Design enc8t3_seq, sky130hd; sources not shown.
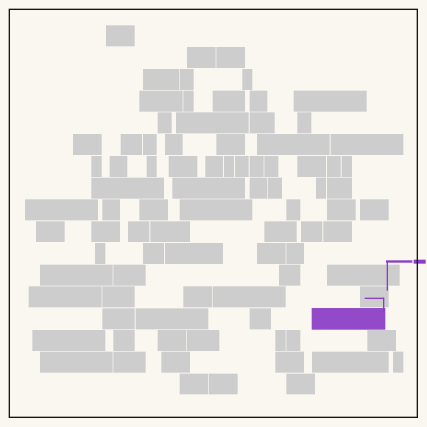
run_1/port_nets.png
Drawn at 8 px/µm.
- Done: purple (bits 1; direction output; end cells 1; buffers 1; wire 10.6 µm)
I/O Buffers: 16
I/O pins: 18

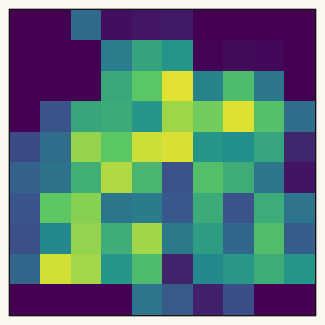
run_1/density.png
Drawn at 6 px/µm. 10 x 10 tiles, from dark purple (low) to yellow (high), 0 to 100% covered.
- emptiest ninth of the die: top left
- nearly empty tiles: 22%
- densest ninth of the die: middle
CORE AREA: 2190 µm²
effective utilization at floorplan: 36.6%
utilization after layout: 47.4%

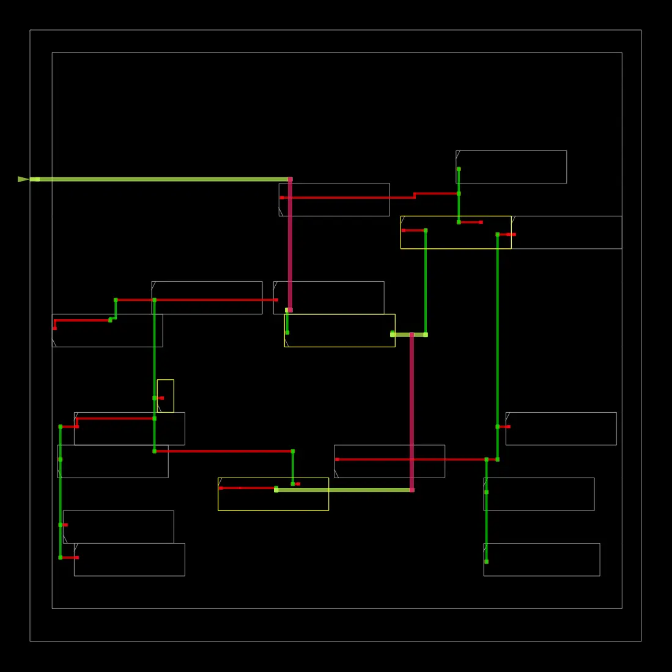
run_1/final_clocks.png
sinks on the clock net: 14
Skew-Pair Late Insertion Delay: 0.24 ns
clock skew after layout: 0.00396 ns

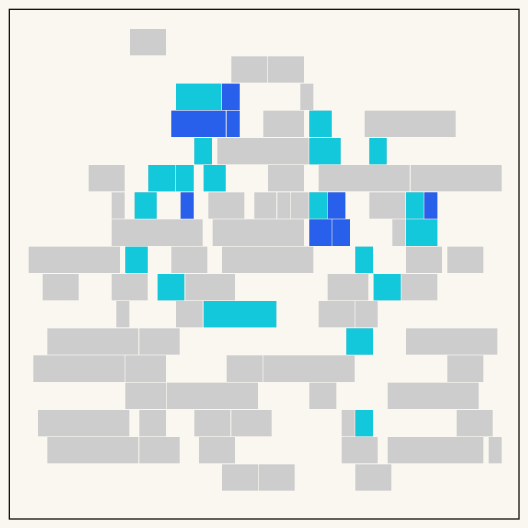
run_1/gate_families.png
Drawn at 10 px/µm.
- NOR gates: blue (cells 8; where middle)
- inverting AOI/OAI gates: cyan (cells 19)
Cell Count, Final, Fillers Out: 116
multi-input logic portion of the cell area: 38.0%

==> summary.txt, run 1 <==
Summary of implementation figures.

Final timing
The worst path in the final design needs a cycle of ~2.1 ns, including I/O delays and setup. The highest achievable clock rate is between 400 and 500 MHz. Per the final timing report, the hold violations number 0. Endpoints with negative setup slack in the final report add up to 0. The final sum of negative setup slack is 0 ns.

Flow run
The max capacitance violation total is 0. The total tool warning count is 26.

Yosys
The stat command in Yosys gives a chip area of ~800 µm². The synthesized instance count is roughly 74. The flip-flop and latch count after synthesis is 14. Sequential cells were found to cover a little over two fifths of the synthesized design area. The prevailing logic family in the synthesized netlist is AND-OR/OR-AND gates.

Min path
The cell depth of the worst min-delay path is 1. The min-delay analysis places its worst path in the category reg -> reg.

Setup path
The category of the critical setup timing path is in -> reg. The worst setup path is launched from a primary input. The largest single stage delay on the critical path is between 0.5 and 0.6 ns.

The number of cells on the worst reg-to-reg path is 4. The highest-delay cell along the critical path is or4_4.

Global routing
The met3 demand-to-capacity share in global routing is just under 5%. The met2 usage is slightly above 20%. Summed over all routing layers, the global router reports a total usage of approximately 15%. The met1 usage in global routing is between 20% and 30%.

Die
The initialized floorplan defines 17 standard-cell rows. The floorplan step set the die width to about 51 µm. The vertical die dimension is just over 50 µm.

Clocking
CTS built an H-tree with a depth of 1. The post-CTS repair timing setup buffer count is 0. The post-CTS hold buffer count recorded in the log is 0.

Final layout
The net count of the finished layout is slightly above 100. Summing all non-filler instances in the final layout gives an area of roughly 1000 µm². The area added between synthesis and finish is 29.7%.

Status
The flow ran to the end, and the final reports show no timing, DRC or antenna violations.

Routing
In the routed design, unresolved DRC markers number 0. The total wirelength of the detailed-routed design is roughly 1600 µm. Dividing the detail-routed wire length by the instance count gives ~14 µm. The count of vias placed by the detailed router is between 500 and 600.

Pwr
The total leakage power is roughly 0.44 nW.
run 1: through the flow:
step	cells	power [mW]
global placement	112	0.617
finish	116	0.806
CTS	116	0.821
global route	116	0.865
floorplan	74	0.526
detailed placement	112	0.618
run 1: critical path: cells and delay by family:
| family | cells | cell delay (ns) |
|---|---|---|
| AOI/OAI and AO/OA | 2 | 0.65 |
| and+or+nand+nor | 1 | 0.57 |
| muxes | 1 | 0.21 |
| buffers and inverters | 1 | 0.45 |
run 1: cell families after synthesis:
family | count (synthesis)
AND/OR/NAND/NOR | 15
buffers and inverters | 11
AND-OR/OR-AND | 22
flip-flops | 14
multiplexers | 11
other | 1
run 1: power breakdown:
part           switching (mW)  internal (mW)  total, mW
clock                  0.0589          0.139      0.198
sequential             0.0773          0.218      0.295
combinational           0.143          0.170      0.313
total                   0.279          0.527      0.806
run 1: final cells by class:
class                   instances  area share (%)
flip-flops and latches         14            33.9
multi-input cells              49            38.0
inverters                       5            1.81
clock inverters                 1           0.361
clock buffers                   3            7.23
repair buffers                 16            15.4
well taps                      28            3.37
run 1: synth_stat cells:
master,instances,area (µm²)
o21ba_1,1,10.0
mux2i_1,6,60.1
and2_1,1,6.26
clkbuf_1,2,7.51
a211oi_2,1,12.5
a221oi_1,1,8.76
buf_6,1,11.3
nor4b_2,1,15.0
buf_2,2,10.0
mux2_2,5,56.3
or4_1,1,7.51
o311ai_0,1,8.76
a211oi_4,1,20.0
buf_4,1,7.51
o31ai_1,1,7.51
a31oi_1,3,18.8
nor2_1,3,11.3
nand2b_1,1,6.26
conb_1,1,3.75
o22ai_1,1,6.26
o21a_1,1,7.51
a21o_1,1,7.51
nor2b_1,1,6.26
o21ai_0,5,25.0
inv_1,5,18.8
a21oi_1,2,10.0
or4_4,2,22.5
dfstp_2,1,26.3
dfrtp_1,13,325
or4b_4,1,13.8
nand3_1,1,5.00
a21boi_0,3,22.5
nor3_1,3,15.0
run 1: routing by layer:
layer / part of all wire [%] / wire (µm)
met2: 41 / 648
met1: 53 / 836
met3: 4.8 / 76
met5: 0 / 0
met4: 1.5 / 23
run_1/registers.png
Drawn at 8 px/µm. Other sequential cells in the stronger gray, the rest of the logic in the fainter gray.
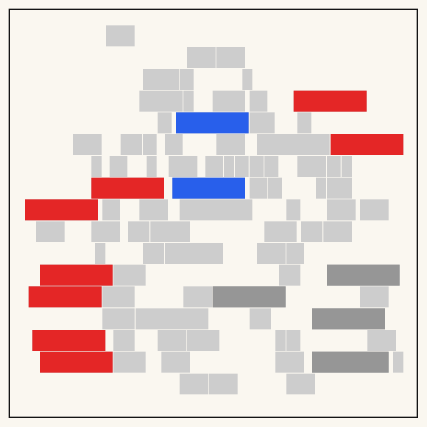

==> inputs of run 2 (changes only) <==
==> constraint.sdc (replaced) <==
create_clock -name clk -period 1.94 [get_ports clk]
set_input_delay 0.194 -clock clk [delete_from_list [all_inputs] [get_ports clk]]
set_output_delay 0.194 -clock clk [all_outputs]
set_load 0.02 [all_outputs]
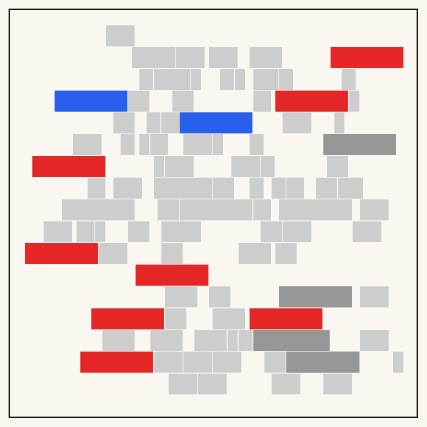
run_2/registers.png
Drawn at 8 px/µm. Other sequential cells in the stronger gray, the rest of the logic in the fainter gray.
- Y: blue (flops 2)
- p: red (flops 8)
- not colored: 4
Seq/total area: 32.2%
utilization after layout: 49.8%
Flop area: 352 µm²

==> run 2 against run 1 <==
Against the previous run: count of clock-buffer cells in the layout unchanged; clock power grew 93%; sequential cell count did not move; area after synthesis did not move; non-clock buffer count increased by 7; design area rose by 5.1%; critical path type unchanged; highest routed layer unchanged.
==> summary.txt, run 2 <==
Summary of implementation figures.

Pwr
The combinational share of power was 42.8% (+3.9 points). The internal power is 1.07 mW (+100%). The part of the power in the clock network is 23.4% (-1.1 points).

The proportion of total power due to net switching is 34.4% (-0.19 points).

Yosys
Counting instances in the post-synthesis netlist gives the leading cell types as 13 x dfrtp_1, 6 x mux2i_1, 5 x inv_1, 5 x mux2_2, 5 x o21ai_0. The number of enable flip-flop cells is 0 (unchanged). The fraction of synthesized cell area taken by the top area cell type was 40.6% (unchanged). The biggest area consumer among synthesized cells is dfrtp_1. The synthesis stats list as the most numerous cell dfrtp_1.

The fraction of synthesis flops using an asynchronous set or reset pin came to 100% (unchanged). The synthesized instance count was 74 (unchanged). The flip-flop and latch count after synthesis was 14 (unchanged).

Placed design
The number of I/O port buffers came to 16 (unchanged). The number of placed instances with taps included is 119 (+6.3%).

Final timing
The maximum clock skew at final layout is 0.00382 ns (-0.000135 ns). The final critical delay including setup and external delays is 1.77 ns. The highest achievable clock rate is around 560 MHz. The hold violation total from the final report came to 0 (unchanged).

The final setup violation count is 0 (unchanged).

Setup path
The category of the critical setup timing path is in -> reg. The maximum single-stage delay on the critical path is 0.55 ns (-0.02 ns). The worst setup path is launched from a primary input.

The highest-delay cell along the critical path is or4_4. The number of cells on the worst reg-to-reg path is 3 (-1). Per STA, the worst path accumulates the most delay in the family buffers and inverters.

Die
The number of placement rows is 17 (unchanged). The horizontal extent of the die came to 50.8 µm (unchanged). The number of placed I/O pins came to 18 (unchanged). The effective utilization at floorplan is 36.6% (unchanged). The standard cell core area is 2190 µm² (unchanged).

Final layout
The area added between synthesis and finish is 36.3%. The final instance area is 1090 µm² (+5.1%). The total number of nets in the final design was 108 (+6.9%).

Routing
The count of vias placed by the detailed router was 622 (+5.1%).

Clocking
The number of clock sinks is 14 (unchanged). The total number of H-tree levels is 1 (unchanged). The clock latency reported for the late side of the worst-skew pair came to 0.24 ns (about the same).

Status
The flow ran to the end, and the final reports show no timing, DRC or antenna violations.
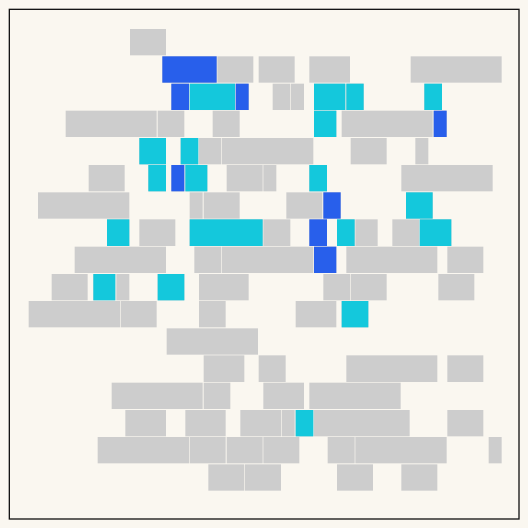
run_2/gate_families.png
Drawn at 10 px/µm.
- inverting AOI/OAI gates: cyan (cells 19)
- NOR gates: blue (cells 8)
Cell Count, Final, Fillers Out: 123
multi-input logic portion of the cell area: 36.1%

## run 2: cell counts after synthesis
No cell type changed its count.
## run 2: cells by family after synthesis
kind of cell | after synthesis
AND-OR/OR-AND | 22
buffers and inverters | 11
flip-flops | 14
multiplexers | 11
other | 1
AND/OR/NAND/NOR | 15
## run 2: cell type report
| type | instances | area, µm² |
|---|---|---|
| Clock buffer | 3 | 75.1 |
| Clock inverter | 1 | 3.75 |
| Timing Repair Buffer | 23 | 213 |
| Fill cell | 205 | 1100 |
| Inverter | 5 | 18.8 |
| Tap cell | 28 | 35.0 |
| Multi-Input combinational cell | 49 | 394 |
| Sequential cell | 14 | 352 |
## run 2: per-stage QoR
stage,utilization [%],TNS (ns)
finish,49.8,0
global route,49.8,0
global placement,46.2,-0.391
detailed placement,46.2,-0.559
floorplan,-,0
CTS,49.8,0
## run 2: power by group through the flow
stage,clock (mW),sequential [mW],combinational [mW]
floorplan,0,0.543,0.487
global placement,0,0.549,0.706
detailed placement,0,0.553,0.712
CTS,0.398,0.550,0.714
global route,0.411,0.574,0.774
finish,0.383,0.552,0.700
## run 2: layer usage
metal	track usage, %	up-vias	wire length [µm]
met5	0	-	0
met4	2.70	0	10
met3	6.14	2	79
met2	25.2	14	745
met1	20.1	296	874
li1	-	310	-
Power is estimated from default activity; no workload was simulated.
